===== src/rtl/sa_read_arbiter_pkg.sv =====
// -----------------------------------------------------------------------------
// sa_read_arbiter_pkg
//   Shared interconnect definitions for the per-slave read arbiter:
//   default AXI field widths and a clog2 helper that never returns 0.
// -----------------------------------------------------------------------------
package sa_read_arbiter_pkg;

  localparam int DEF_TRANS_MST_ID_W    = 5;
  localparam int DEF_TRANS_BURST_W     = 2;
  localparam int DEF_TRANS_DATA_LEN_W  = 3;
  localparam int DEF_TRANS_DATA_SIZE_W = 3;
  localparam int DEF_TRANS_WR_RESP_W   = 2;

  // Index width for n items, with a floor of 1 so a single item still
  // gets a legal one-bit vector.
  function automatic int clog2_min1(input int n);
    return (n <= 1) ? 1 : $clog2(n);
  endfunction

endpackage : sa_read_arbiter_pkg


===== src/rtl/sa_order_fifo.sv =====
// -----------------------------------------------------------------------------
// sa_order_fifo
//   Synchronous FIFO recording which master owns each outstanding read burst,
//   in AR issue order.
// Ports
//   clk        in   clock, rising edge
//   rst        in   synchronous active-high reset (empties the FIFO)
//   push       in   write push_data at the tail (ignored when full)
//   push_data  in   WIDTH-bit master index
//   pop        in   drop the head entry (ignored when empty)
//   head       out  entry at the head (valid only when !empty)
//   empty      out  no entries stored
//   full       out  DEPTH entries stored (from the registered count)
// -----------------------------------------------------------------------------
module sa_order_fifo
  import sa_read_arbiter_pkg::*;
#(
  parameter int WIDTH = 1,
  parameter int DEPTH = 8
) (
  input  logic             clk,
  input  logic             rst,
  input  logic             push,
  input  logic [WIDTH-1:0] push_data,
  input  logic             pop,
  output logic [WIDTH-1:0] head,
  output logic             empty,
  output logic             full
);

  localparam int PTR_W = clog2_min1(DEPTH);
  localparam int CNT_W = $clog2(DEPTH) + 1;

  logic [WIDTH-1:0] mem [DEPTH];
  logic [PTR_W-1:0] wr_ptr;
  logic [PTR_W-1:0] rd_ptr;
  logic [CNT_W-1:0] count;
  logic             do_push;
  logic             do_pop;

  // Pointers wrap modulo DEPTH, which need not be a power of two.
  function automatic logic [PTR_W-1:0] ptr_inc(input logic [PTR_W-1:0] p);
    return (p == PTR_W'(DEPTH - 1)) ? '0 : p + PTR_W'(1);
  endfunction

  assign do_push = push & ~full;
  assign do_pop  = pop  & ~empty;

  assign empty = (count == '0);
  assign full  = (count == CNT_W'(DEPTH));
  assign head  = mem[rd_ptr];

  // NOTE: state registers use non-blocking assignments so every flop samples
  // the pre-edge value of its neighbours regardless of statement order.
  always_ff @(posedge clk) begin
    if (rst) begin
      wr_ptr <= '0;
      rd_ptr <= '0;
      count  <= '0;
    end else begin
      if (do_push) wr_ptr <= ptr_inc(wr_ptr);
      if (do_pop)  rd_ptr <= ptr_inc(rd_ptr);
      unique case ({do_push, do_pop})
        2'b10:   count <= count + CNT_W'(1);
        2'b01:   count <= count - CNT_W'(1);
        default: count <= count;
      endcase
    end
  end

  // NOTE: the storage array has no reset; entries are only read between a
  // push and its pop, so clearing them would add reset fan-out for nothing.
  always_ff @(posedge clk) begin
    if (do_push) mem[wr_ptr] <= push_data;
  end

endmodule : sa_order_fifo


===== src/rtl/sa_read_arbiter.sv =====
// -----------------------------------------------------------------------------
// sa_read_arbiter
//   Per-slave read arbiter. Grants one master AR request per cycle in
//   round-robin order, registers it onto the slave AR port, records the
//   granted master in an order FIFO and steers the slave's in-order R bursts
//   back to that master.
// Ports
//   ACLK_i, ARESET_i          clock; synchronous active-high reset
//   m_AR*_i                   per-master AR payload/valid, master i at slice i
//   m_ARREADY_o               one-hot grant (combinational from m_ARVALID_i)
//   m_RID/RDATA/RRESP/RLAST_o slave R payload broadcast to every master
//   m_RVALID_o                R valid, only toward the FIFO-head master
//   m_RREADY_i                per-master R ready
//   s_AR*_o, s_ARVALID_o      registered AR toward the slave
//   s_ARREADY_i               slave AR ready
//   s_R*_i, s_RVALID_i        slave R channel
//   s_RREADY_o                R ready toward the slave (head master's ready)
// -----------------------------------------------------------------------------
module sa_read_arbiter
  import sa_read_arbiter_pkg::*;
#(
  parameter int MST_AMT           = 2,
  parameter int OUTSTANDING_AMT   = 8,
  parameter int DATA_WIDTH        = 32,
  parameter int ADDR_WIDTH        = 32,
  parameter int TRANS_MST_ID_W    = DEF_TRANS_MST_ID_W,
  parameter int TRANS_BURST_W     = DEF_TRANS_BURST_W,
  parameter int TRANS_DATA_LEN_W  = DEF_TRANS_DATA_LEN_W,
  parameter int TRANS_DATA_SIZE_W = DEF_TRANS_DATA_SIZE_W,
  parameter int TRANS_WR_RESP_W   = DEF_TRANS_WR_RESP_W
) (
  input  logic                                  ACLK_i,
  input  logic                                  ARESET_i,
  // AR from the per-master dispatchers
  input  logic [TRANS_MST_ID_W*MST_AMT-1:0]     m_ARID_i,
  input  logic [ADDR_WIDTH*MST_AMT-1:0]         m_ARADDR_i,
  input  logic [TRANS_BURST_W*MST_AMT-1:0]      m_ARBURST_i,
  input  logic [TRANS_DATA_LEN_W*MST_AMT-1:0]   m_ARLEN_i,
  input  logic [TRANS_DATA_SIZE_W*MST_AMT-1:0]  m_ARSIZE_i,
  input  logic [MST_AMT-1:0]                    m_ARVALID_i,
  output logic [MST_AMT-1:0]                    m_ARREADY_o,
  // R back to the masters
  output logic [TRANS_MST_ID_W*MST_AMT-1:0]     m_RID_o,
  output logic [DATA_WIDTH*MST_AMT-1:0]         m_RDATA_o,
  output logic [TRANS_WR_RESP_W*MST_AMT-1:0]    m_RRESP_o,
  output logic [MST_AMT-1:0]                    m_RLAST_o,
  output logic [MST_AMT-1:0]                    m_RVALID_o,
  input  logic [MST_AMT-1:0]                    m_RREADY_i,
  // AR to the slave
  output logic [TRANS_MST_ID_W-1:0]             s_ARID_o,
  output logic [ADDR_WIDTH-1:0]                 s_ARADDR_o,
  output logic [TRANS_BURST_W-1:0]              s_ARBURST_o,
  output logic [TRANS_DATA_LEN_W-1:0]           s_ARLEN_o,
  output logic [TRANS_DATA_SIZE_W-1:0]          s_ARSIZE_o,
  output logic                                  s_ARVALID_o,
  input  logic                                  s_ARREADY_i,
  // R from the slave
  input  logic [TRANS_MST_ID_W-1:0]             s_RID_i,
  input  logic [DATA_WIDTH-1:0]                 s_RDATA_i,
  input  logic [TRANS_WR_RESP_W-1:0]            s_RRESP_i,
  input  logic                                  s_RLAST_i,
  input  logic                                  s_RVALID_i,
  output logic                                  s_RREADY_o
);

  localparam int MST_ID_W = clog2_min1(MST_AMT);

  logic [MST_ID_W-1:0] rr_ptr;
  logic [MST_ID_W-1:0] winner;
  logic                found;
  logic                grant_en;
  logic                grant;
  logic [MST_ID_W-1:0] fifo_head;
  logic                fifo_empty;
  logic                fifo_full;
  logic                fifo_pop;

  // ---------------------------------------------------------------------------
  // Round-robin winner: first valid request at or after rr_ptr, wrapping.
  // ---------------------------------------------------------------------------
  // NOTE: every variable assigned in always_comb gets a default first, so no
  // path through the block leaves it holding its old value (no latch).
  always_comb begin
    found  = 1'b0;
    winner = '0;
    for (int i = 0; i < MST_AMT; i++) begin
      if (!found && m_ARVALID_i[(int'(rr_ptr) + i) % MST_AMT]) begin
        found  = 1'b1;
        winner = MST_ID_W'((int'(rr_ptr) + i) % MST_AMT);
      end
    end
  end

  // The output slot is free when empty or draining this cycle. Fullness is
  // taken from the registered count: an R-side pop in the same cycle does
  // not open a slot, which keeps R ready out of the AR ready path.
  assign grant_en    = (~s_ARVALID_o | s_ARREADY_i) & ~fifo_full & ~ARESET_i;
  assign grant       = grant_en & found;
  assign m_ARREADY_o = grant ? (MST_AMT'(1) << winner) : '0;

  // ---------------------------------------------------------------------------
  // AR register stage and round-robin pointer.
  // ---------------------------------------------------------------------------
  always_ff @(posedge ACLK_i) begin
    if (ARESET_i) begin
      s_ARID_o    <= '0;
      s_ARADDR_o  <= '0;
      s_ARBURST_o <= '0;
      s_ARLEN_o   <= '0;
      s_ARSIZE_o  <= '0;
      s_ARVALID_o <= 1'b0;
      rr_ptr      <= '0;
    end else if (grant) begin
      s_ARID_o    <= m_ARID_i[int'(winner)*TRANS_MST_ID_W +: TRANS_MST_ID_W];
      s_ARADDR_o  <= m_ARADDR_i[int'(winner)*ADDR_WIDTH +: ADDR_WIDTH];
      s_ARBURST_o <= m_ARBURST_i[int'(winner)*TRANS_BURST_W +: TRANS_BURST_W];
      s_ARLEN_o   <= m_ARLEN_i[int'(winner)*TRANS_DATA_LEN_W +: TRANS_DATA_LEN_W];
      s_ARSIZE_o  <= m_ARSIZE_i[int'(winner)*TRANS_DATA_SIZE_W +: TRANS_DATA_SIZE_W];
      s_ARVALID_o <= 1'b1;
      rr_ptr      <= (winner == MST_ID_W'(MST_AMT - 1)) ? '0 : winner + MST_ID_W'(1);
    end else if (s_ARREADY_i) begin
      // Payload is left as-is; only valid drops after the handshake.
      s_ARVALID_o <= 1'b0;
    end
  end

  // ---------------------------------------------------------------------------
  // Order FIFO: granted master indices in issue order.
  // ---------------------------------------------------------------------------
  assign fifo_pop = s_RVALID_i & s_RREADY_o & s_RLAST_i;

  sa_order_fifo #(
    .WIDTH (MST_ID_W),
    .DEPTH (OUTSTANDING_AMT)
  ) u_order_fifo (
    .clk       (ACLK_i),
    .rst       (ARESET_i),
    .push      (grant),
    .push_data (winner),
    .pop       (fifo_pop),
    .head      (fifo_head),
    .empty     (fifo_empty),
    .full      (fifo_full)
  );

  // ---------------------------------------------------------------------------
  // R demux: payload broadcast, valid/ready steered by the FIFO head. With the
  // FIFO empty the slave is refused, so stale beats after a reset are held off.
  // ---------------------------------------------------------------------------
  assign m_RID_o    = {MST_AMT{s_RID_i}};
  assign m_RDATA_o  = {MST_AMT{s_RDATA_i}};
  assign m_RRESP_o  = {MST_AMT{s_RRESP_i}};
  assign m_RLAST_o  = {MST_AMT{s_RLAST_i}};
  assign m_RVALID_o = (s_RVALID_i & ~fifo_empty) ? (MST_AMT'(1) << fifo_head) : '0;
  assign s_RREADY_o = ~fifo_empty & m_RREADY_i[fifo_head];

endmodule : sa_read_arbiter

===== config.mk =====
export PLATFORM = sky130hd
export DESIGN_NAME = sa_read_arbiter
export DESIGN_NICKNAME = d
export VERILOG_FILES = /design/src/rtl/sa_read_arbiter_pkg.sv /design/src/rtl/sa_order_fifo.sv /design/src/rtl/sa_read_arbiter.sv
export SDC_FILE = /design/constraint.sdc
export NUM_CORES = 1
export LEC_CHECK = 0
export CORE_ASPECT_RATIO = 1.1
export CORE_MARGIN = 4
export CORE_UTILIZATION = 35
export CTS_CLUSTER_DIAMETER = 120
export DETAILED_ROUTE_END_ITERATION = 8
export GPL_TIMING_DRIVEN = 0
export PLACE_DENSITY = 0.79
export SLEW_MARGIN = 15
export SYNTH_ARGS = -nofsm -noshare
export SYNTH_HDL_FRONTEND = slang
export SYNTH_SLANG_ARGS = --single-unit

===== constraint.sdc =====
create_clock -name ACLK_i -period 3.6 [get_ports ACLK_i]
set_input_delay 0.54 -clock ACLK_i [delete_from_list [all_inputs] [get_ports ACLK_i]]
set_output_delay 0.54 -clock ACLK_i [all_outputs]
set_load 0.05 [all_outputs]

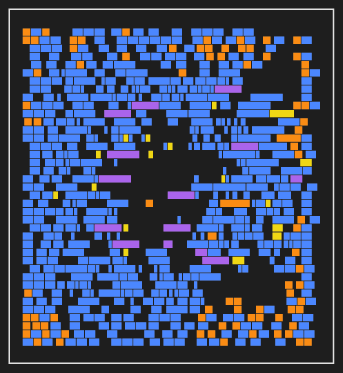
(run_1/sizing.png)
(3 px per um)
orange -> x3 and x4  # cells 84, share 13%
purple -> x6 and larger  # cells 14, share 2.2%
blue -> x1 and smaller  # cells 529, share 82%
yellow -> x2  # cells 17, share 2.6%
final instance area: 6610 um^2
area grow syn2layout: 73.1%
bufs w/o clock: 333
final worst slack: 0.339 ns

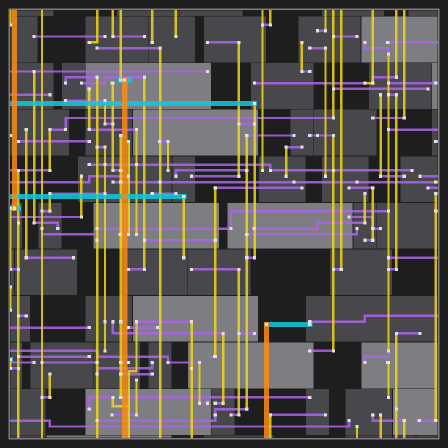
(run_1/closeup.png)
Region (14, 76) to (39, 101) um. Cells in gray, sequential cells in the stronger gray; small squares are vias.
orange -> M4
cyan -> M3
purple -> M1
yellow -> M2
most frequent = clkdlybuf4s50_1 (10), a211oi_1 (9), dfxtp_1 (9)
sequential cells in the window = 9
netlist names of flops here include = s_ARADDR_o (9)
cells with their middle in the window = 43

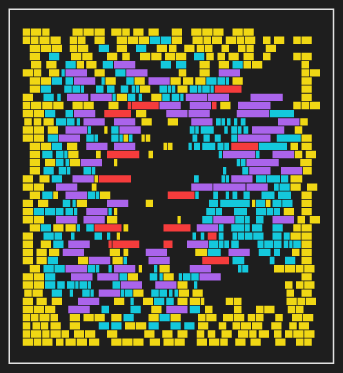
(run_1/class_map.png)
(3 px per um)
cyan -> remaining logic cells  # cells 227, share of their area 26%
red -> clock drivers and dummy loads  # cells 16, share of their area 4.9%
purple -> registers  # cells 68, share of their area 22%
yellow -> remaining buffers and delay cells  # cells 333, share of their area 47%
Seq/total area: 21.8%
Finished Core Util: 62.7%
Core ar.: 10500 um^2

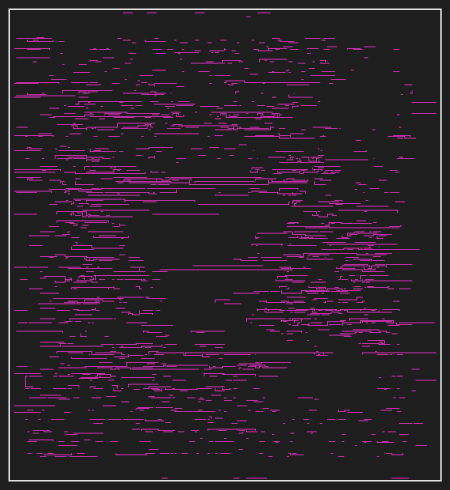
(run_1/m1.png)
(4 px per um)
share of all routed wire = 33%
longest straight run = 36.8 um
nets with wire on the layer = 686
main direction = horizontal
Via Count: 3636
GRT met1 Usage: 18.5%
Routed WL: 11700 um

==> flow_summary.json, run 1 <==
{
  "status": "complete, no violations",
  "finalSetupViolations": 0,
  "firstDrtPassIters": 4,
  "intPower_mw": 1.84,
  "antenna_left": 0,
  "final_nets": 784,
  "grt_max_degree": 13,
  "vdd_drop_max_mv": 0.236,
  "post-place-cells": 771,
  "min_from": "s_ARADDR_o[19]$_SDFFE_PP0N_",
  "antenna_found_initial": 0,
  "drv_slew": 0,
  "clock-sinks": 68,
  "ys_cells": 399,
  "pwr-share-seq_pct": 31.2,
  "netlist_area_um2": 3820,
  "maxSlewHeadroom_pct": 56.6,
  "p_sw_uw": 933,
  "cts_tree": "done",
  "seq_area_frac_synth_pct": 37.8,
  "p_sw_share_pct": 33.6,
  "routed_via_density": 4.62,
  "synth_cell_types": 44,
  "synth_top_cell_by_count": "buf_4",
  "powerSeq_uw": 866,
  "cts_buffers": 9,
  "crit_start": "m_ARVALID_i[0]",
  "finalCriticalPeriod_ns": 3.26,
  "maxCapViolations": 0,
  "slowest_stage": "clkdlybuf4s50_1",
  "chipWidth_um": 108,
  "grtUsageTotal_pct": 18.4,
  "reg2regPathDepth": 11,
  "layout_top_cell": "clkdlybuf4s50_1",
  "clkTransAtPathRegs_ns": 0.05,
  "tns_ns": 0,
  "cp.arrival_ns": 2.72,
  "crit_fanout": 10,
  "htree_levels": 3,
  "worst-path-stages": 8,
  "synth_top_cell_by_area": "dfxtp_1",
  "ys_top_cells_by_area": "dfxtp_1, buf_4, mux2i_1",
  "worstSkewPairLatency_ns": 0.32,
  "edf_count": 8,
  "final.period_utilization_pct": 90.6,
  "lay_top_cells": "clkdlybuf4s50_1, buf_4, dfxtp_1",
  "critPathRequiredTime_ns": 3.06,
  "rsz0062_at_grt": "false",
  "crit_chain": "clkdlybuf4s50_1 -> inv_1 -> o21ai_1 -> clkbuf_4 -> buf_2 -> inv_1 -> nor2_1 -> clkdlybuf4s15_2",
  "tightest_slew_ns": 0.651,
  "crit_path_start_kind": "input pin",
  "first_global_vias": 3887,
  "die_h_um": 118,
  "p_per_area_nw_per_um2": 420,
  "warnings": 27,
  "finalPower_mw": 2.77,
  "final_cell_count_no_fill": 787,
  "dieArea_um2": 12600,
  "dpl_cell_area_um2": 6290,
  "path_delay_family": "buffers and inverters",
  "place_ws_ns": -0.321
}
## run 1: per-layer routing
metal | track usage (%) | part of all wire (%) | vias up
met1 | 18.5 | 33 | 1639
met3 | 6.97 | 10 | 23
li1 | - | - | 1812
met4 | 7.18 | 2.3 | 0
met5 | 0 | 0 | -
met2 | 33.7 | 54 | 162
## run 1: worst min-delay path: cells and delay by family (launching register included)
family	cells	cell delay (ns)
AND-OR/OR-AND	1	0.05
flip-flops	1	0.30
AND/OR/NAND/NOR	1	0.09
## run 1: cell type report
cell class	count	area, um^2	area share [%]
Buffer	104	722	10.9
Clock buffer	9	225	3.41
Clock inverter	7	90.1	1.36
Inverter	3	11.3	0.170
Multi-Input combinational cell	224	1640	24.9
Sequential cell	68	1440	21.8
Tap cell	143	179	2.71
Timing Repair Buffer	229	2290	34.7
## run 1: cells by family (layout without fill, tap and decap cells)
kind of cell,count (synthesis),after routing,share of synthesized area (%)
mux,52,52,14.8
buf+inv,107,352,19.1
flops,68,68,37.8
compound gates,61,61,11.8
fa+ha+maj,7,7,2.29
simple gates,101,101,13.5
xor+xnor,3,3,0.689
## run 1: repair_timing
item / in CTS / in global routing
resized: 4 / 2
hold endpoints to repair: 0 / 0
hold buffers: 0 / 0
setup endpoints to repair: 2 / 1
## run 1: registers in the layout, summed over array words and instances (netlist names), named ones only
| name | count |
|---|---|
| rr_ptr | 1 |
| s_ARADDR_o | 32 |
| s_ARBURST_o | 2 |
| s_ARID_o | 5 |
| s_ARLEN_o | 3 |
| s_ARSIZE_o | 3 |
| s_ARVALID_o | 1 |
| u_order_fifo.count | 4 |
| u_order_fifo.mem | 8 |
| u_order_fifo.rd_ptr | 3 |
| u_order_fifo.wr_ptr | 3 |
==> run 2, diff against run 1 <==
REMOVE_ABC_BUFFERS = 1   (was not set)
SETUP_SLACK_MARGIN = 0.1   (was not set)
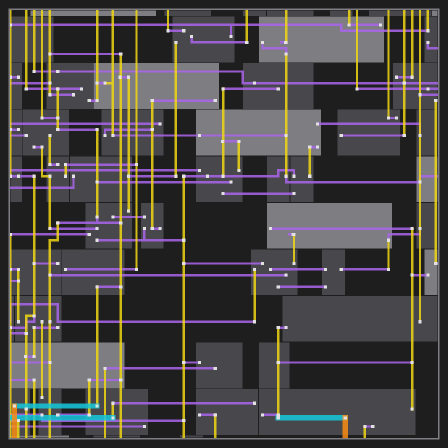
(run_2/closeup.png)
Region (14, 76) to (39, 101) um. Cells in gray, sequential cells in the stronger gray; small squares are vias.
yellow -> M2
purple -> M1
cyan -> M3
orange -> M4
most frequent = a211oi_1 (7), clkdlybuf4s50_1 (7)
sequential cells in the window = 5
netlist names of flops here include = s_ARADDR_o (3), s_ARBURST_o (2)
cells with their middle in the window = 32

==> run 2 against run 1 <==
  * Area after synthesis is the same
  * Highest routed layer is now met5
  * Non-clock buffer count shrank 173
  * Largest power group is now registers
  * Critical path depth shrank 1
  * Largest cell class is now logic gates
  * Critical endpoint is now m_ARREADY_o[1]
  * Via count shrank 15%
==> flow_summary.json, run 2 <==
{
  "status": "complete, no violations",
  "routed_via_density": 5.03,
  "wl_um": 12300,
  "firstDrtPassIters": 4,
  "layout_top_cell": "clkdlybuf4s50_1",
  "p_per_area_nw_per_um2": 455,
  "seq_area_frac_synth_pct": 37.8,
  "final_nets": 611,
  "cp.arrival_ns": 2.74,
  "simple_gate_share_pct": 13.5,
  "syn_avg_cell_area_um2": 9.56,
  "highest_layer": "met5",
  "edf_count": 8,
  "dieArea_um2": 12600,
  "ys_cells": 399,
  "crit_fanout": 15,
  "slowest_stage": "dlygate4sd2_1",
  "synthAdderAreaFrac_pct": 2.30,
  "final_hold_viol_count": 0,
  "clkTransAtPathRegs_ns": 0.05,
  "tns_ns": 0,
  "place_ws_ns": 0.0215,
  "warnings": 26,
  "drv_slew": 0,
  "chipWidth_um": 108,
  "tightest_slew_ns": 0.622,
  "lay_top_cells": "clkdlybuf4s50_1, dfxtp_1, nor2_1",
  "dr_wl_met3_um": 2520,
  "synth-compound-area-share_pct": 11.8,
  "max-clock-path-buffers": 2,
  "synth_cell_types": 44,
  "finalPower_mw": 2.36,
  "muxShareOfSynthArea_pct": 14.8,
  "dpl_cell_area_um2": 4910,
  "cts_buffers": 9,
  "final_cell_count_no_fill": 614,
  "critPathRequiredTime_ns": 3.06,
  "grt_max_degree": 35,
  "finalCriticalPeriod_ns": 3.28,
  "finalSetupViolations": 0,
  "xor_area_share_pct": 0.689,
  "netlist_area_um2": 3820,
  "reg_top3": "s_ARADDR_o x32, u_order_fifo.mem x8, s_ARID_o x5",
  "die_h_um": 118,
  "cts_hold_buf": 0,
  "fin_area_um2": 5190,
  "synth_top_cell_by_area": "dfxtp_1",
  "htree_levels": 3,
  "top_register": "s_ARADDR_o",
  "grtUsageTotal_pct": 18.8,
  "syn2layout_area_growth_pct": 36.1,
  "logic_family": "buffers and inverters",
  "dr_wl_met2_um": 5320,
  "vdd_drop_max_mv": 0.174,
  "first_global_vias": 3050,
  "worstSkewPairLatency_ns": 0.32,
  "crit_chain": "clkdlybuf4s50_1 -> nor2_1 -> a2111oi_4 -> buf_6 -> inv_2 -> nor2_1 -> dlygate4sd2_1",
  "post-route-util_pct": 49.3,
  "vias": 3089,
  "synth_top_cell_by_count": "buf_4",
  "antenna_found_initial": 0,
  "post-place-cells": 598,
  "maxCapViolations": 0
}
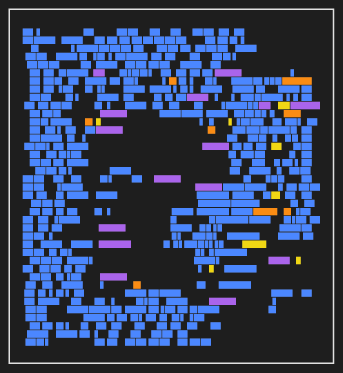
(run_2/sizing.png)
(3 px per um)
yellow -> x2  # cells 8, share 1.7%
purple -> x6 and larger  # cells 15, share 3.2%
orange -> x3 and x4  # cells 8, share 1.7%
blue -> x1 and smaller  # cells 440, share 93%
final worst slack: 0.321 ns
bufs w/o clock: 160

-- run 2: power breakdown --
part           switching (mW)  internal (mW)  total [mW]  leakage [nW]
registers              0.0402          0.827       0.868         0.568
logic                   0.368          0.287       0.655          1.39
clock network           0.313          0.528       0.841         0.137
total                   0.721           1.64        2.36          2.10
-- run 2: worst reg2reg max path: cells and delay by family, from the launching register on --
kind	cells	cell delay (ns)
adders and majority gates	2	0.45
AOI/OAI and AO/OA	2	0.20
and+or+nand+nor	1	0.32
DFF	1	0.37
muxes	3	1.30
xor gates and xnor gates	2	0.35
-- run 2: per-layer routing --
layer | up-vias | global-route usage [%]
li1 | 1483 | -
met2 | 228 | 27.3
met5 | - | 4.62
met4 | 2 | 6.00
met3 | 13 | 17.1
met1 | 1363 | 19.0
-- run 2: final timing paths --
path,start,endpoint,cells past startpoint
setup / recovery,m_ARVALID_i[1],m_ARREADY_o[1],7
hold / removal,s_ARVALID_o$_SDFFE_PP0P_,s_ARVALID_o$_SDFFE_PP0P_,2
setup reg to reg,flop,u_order_fifo.count[2]$_SDFFE_PP0P_,10
hold reg to reg,s_ARVALID_o$_SDFFE_PP0P_,s_ARVALID_o$_SDFFE_PP0P_,2
-- run 2: final cells by class --
| class | count | area, um^2 | area share, % |
|---|---|---|---|
| clock buffer | 10 | 229 | 4.41 |
| clock inverter | 6 | 55.1 | 1.06 |
| inverter | 3 | 11.3 | 0.217 |
| multi-input combinational | 224 | 1660 | 31.9 |
| sequential | 68 | 1440 | 27.7 |
| tap | 143 | 179 | 3.44 |
| timing repair buffer | 160 | 1620 | 31.3 |
-- run 2: repair_timing --
action | 4_1_cts | 5_1_grt
gates resized | 2 | 0
hold endpoints to repair | 0 | 0
setup endpoints to repair | 2 | 0
==> run 3, diff against run 2 <==
CORE_UTILIZATION = 36   (was 35)
CTS_BUF_LIST = sky130_fd_sc_hd__clkbuf_4 sky130_fd_sc_hd__clkbuf_8   (was not set)
PLACE_DENSITY = 0.81   (was 0.79)
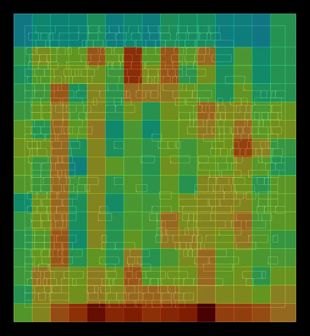
(run_3/congestion_map.png)
Finished Core Util: 49.7%
GRT met1 Usage: 19.7%
average wire per standard cell: 19.2 um
M2 GR Usage: 26.2%

==> run 3 against run 2 <==
  * Setup slack worse by 0.046 ns
  * Register-to-register slack improved by 0.05 ns
  * Highest routed layer unchanged
  * Area after synthesis is the same
  * Combinational power up 0.9%
  * Largest cell class is now buffers
  * Cell count is 0.33% higher
  * Die size fell by 2.6%
  * Wire length fell by 3.7%
  * Largest power group unchanged
  * Via count increased by 0.58%
  * Clock-buffer cell count shrank 1
  * Critical path type is now reg -> out
  * Clock power fell by 16%
  * Critical path depth decreased by 2
  * Core utilization increased by 0.45 points
==> flow_summary.json, run 3 <==
{
  "status": "complete, no violations",
  "power.group.top": "registers",
  "dieArea_um2": 12300,
  "antenna_found_initial": 0,
  "crit_end": "s_RREADY_o",
  "die_h_um": 116,
  "p_sw_uw": 719,
  "edf_count": 8,
  "highest_layer": "met5",
  "post_cts_resized": 5,
  "crit_fanout": 15,
  "lay_top_cells": "clkdlybuf4s50_1, dfxtp_1, nor2_1",
  "finalSetupViolations": 0,
  "p_clk_uw": 704,
  "dpl_cell_area_um2": 4940,
  "layout_top_cell": "clkdlybuf4s50_1",
  "maxCapViolations": 0,
  "grt_max_degree": 44,
  "cts_buffers": 9,
  "muxShareOfSynthArea_pct": 14.8,
  "tns_ns": 0,
  "intPower_mw": 1.51,
  "netlist_area_um2": 3820,
  "slowest_stage": "clkdlybuf4s50_1",
  "p_sw_share_pct": 32.2,
  "syn_avg_cell_area_um2": 9.56,
  "reg_top3": "s_ARADDR_o x32, u_order_fifo.mem x8, s_ARID_o x5",
  "powerSeq_uw": 866,
  "synth_cell_types": 44,
  "dr_wl_met3_um": 2420,
  "simple_gate_share_pct": 13.5,
  "tightest_slew_ns": 0.728,
  "top_register": "s_ARADDR_o",
  "seq_area_frac_synth_pct": 37.8,
  "final_cell_count_no_fill": 616,
  "wl_um": 11800,
  "routed_via_density": 5.04,
  "synth-compound-area-share_pct": 11.8,
  "dr_wl_met2_um": 4910,
  "crit_chain": "mux4_1 -> mux2i_4 -> mux2i_1 -> nor2_1 -> clkdlybuf4s50_1",
  "place_ws_ns": -0.216,
  "p_per_area_nw_per_um2": 431,
  "max-clock-path-buffers": 2,
  "p_clk_share_pct": 31.6,
  "pg_comb_uw": 661,
  "rr_endpoint": "u_order_fifo.count[2]$_SDFFE_PP0P_",
  "logic_family": "buffers and inverters",
  "final_hold_viol_count": 0
}
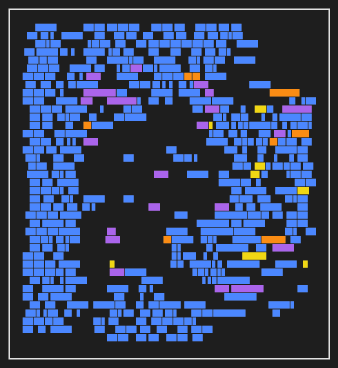
(run_3/sizing.png)
(3 px per um)
yellow -> x2  # cells 8, share 1.7%
purple -> x6 and larger  # cells 21, share 4.4%
blue -> x1 and smaller  # cells 436, share 92%
orange -> x3 and x4  # cells 8, share 1.7%
final worst slack: 0.275 ns
final instance area: 5170 um^2

run 3: worst min-delay path by stage:
stage / start / endpoint / slack (ns) / cells past startpoint
after floorplan: rr_ptr$_SDFFE_PP0N_ / rr_ptr$_SDFFE_PP0N_ / 0.47 / 2
final: s_ARVALID_o$_SDFFE_PP0P_ / s_ARVALID_o$_SDFFE_PP0P_ / 0.49 / 2
after detailed placement: s_ARVALID_o$_SDFFE_PP0P_ / s_ARVALID_o$_SDFFE_PP0P_ / 0.48 / 2
after global routing: s_ARVALID_o$_SDFFE_PP0P_ / s_ARVALID_o$_SDFFE_PP0P_ / 0.52 / 2
after global placement: s_ARVALID_o$_SDFFE_PP0P_ / s_ARVALID_o$_SDFFE_PP0P_ / 0.47 / 2
after CTS: s_ARVALID_o$_SDFFE_PP0P_ / s_ARVALID_o$_SDFFE_PP0P_ / 0.49 / 2
run 3: cells by family after synthesis:
group                      count (synthesis)
muxes                                     52
AOI/OAI and AO/OA                         61
adders and majority gates                  7
and+or+nand+nor                          101
buffers and inverters                    107
xor gates and xnor gates                   3
DFF                                       68
run 3: tightest hold or removal path, delay by kind of cell, from the launching register on:
family | cells | cell delay, ns
DFF | 1 | 0.32
and+or+nand+nor | 1 | 0.06
AOI/OAI and AO/OA | 1 | 0.06
run 3: metal layers:
metal,vias to the layer above,GRT usage [%]
met5,-,5.16
met4,2,6.48
met3,16,17.2
met2,206,26.2
met1,1404,19.7
li1,1479,-
run 3: final cells by class:
cell class / instances / area (um^2)
Clock buffer: 9 / 124
Clock inverter: 7 / 97.6
Fill cell: 956 / 5220
Inverter: 3 / 11.3
Multi-Input combinational cell: 224 / 1660
Sequential cell: 68 / 1440
Tap cell: 143 / 179
Timing Repair Buffer: 162 / 1660
Power and IR drop assume default switching activity.
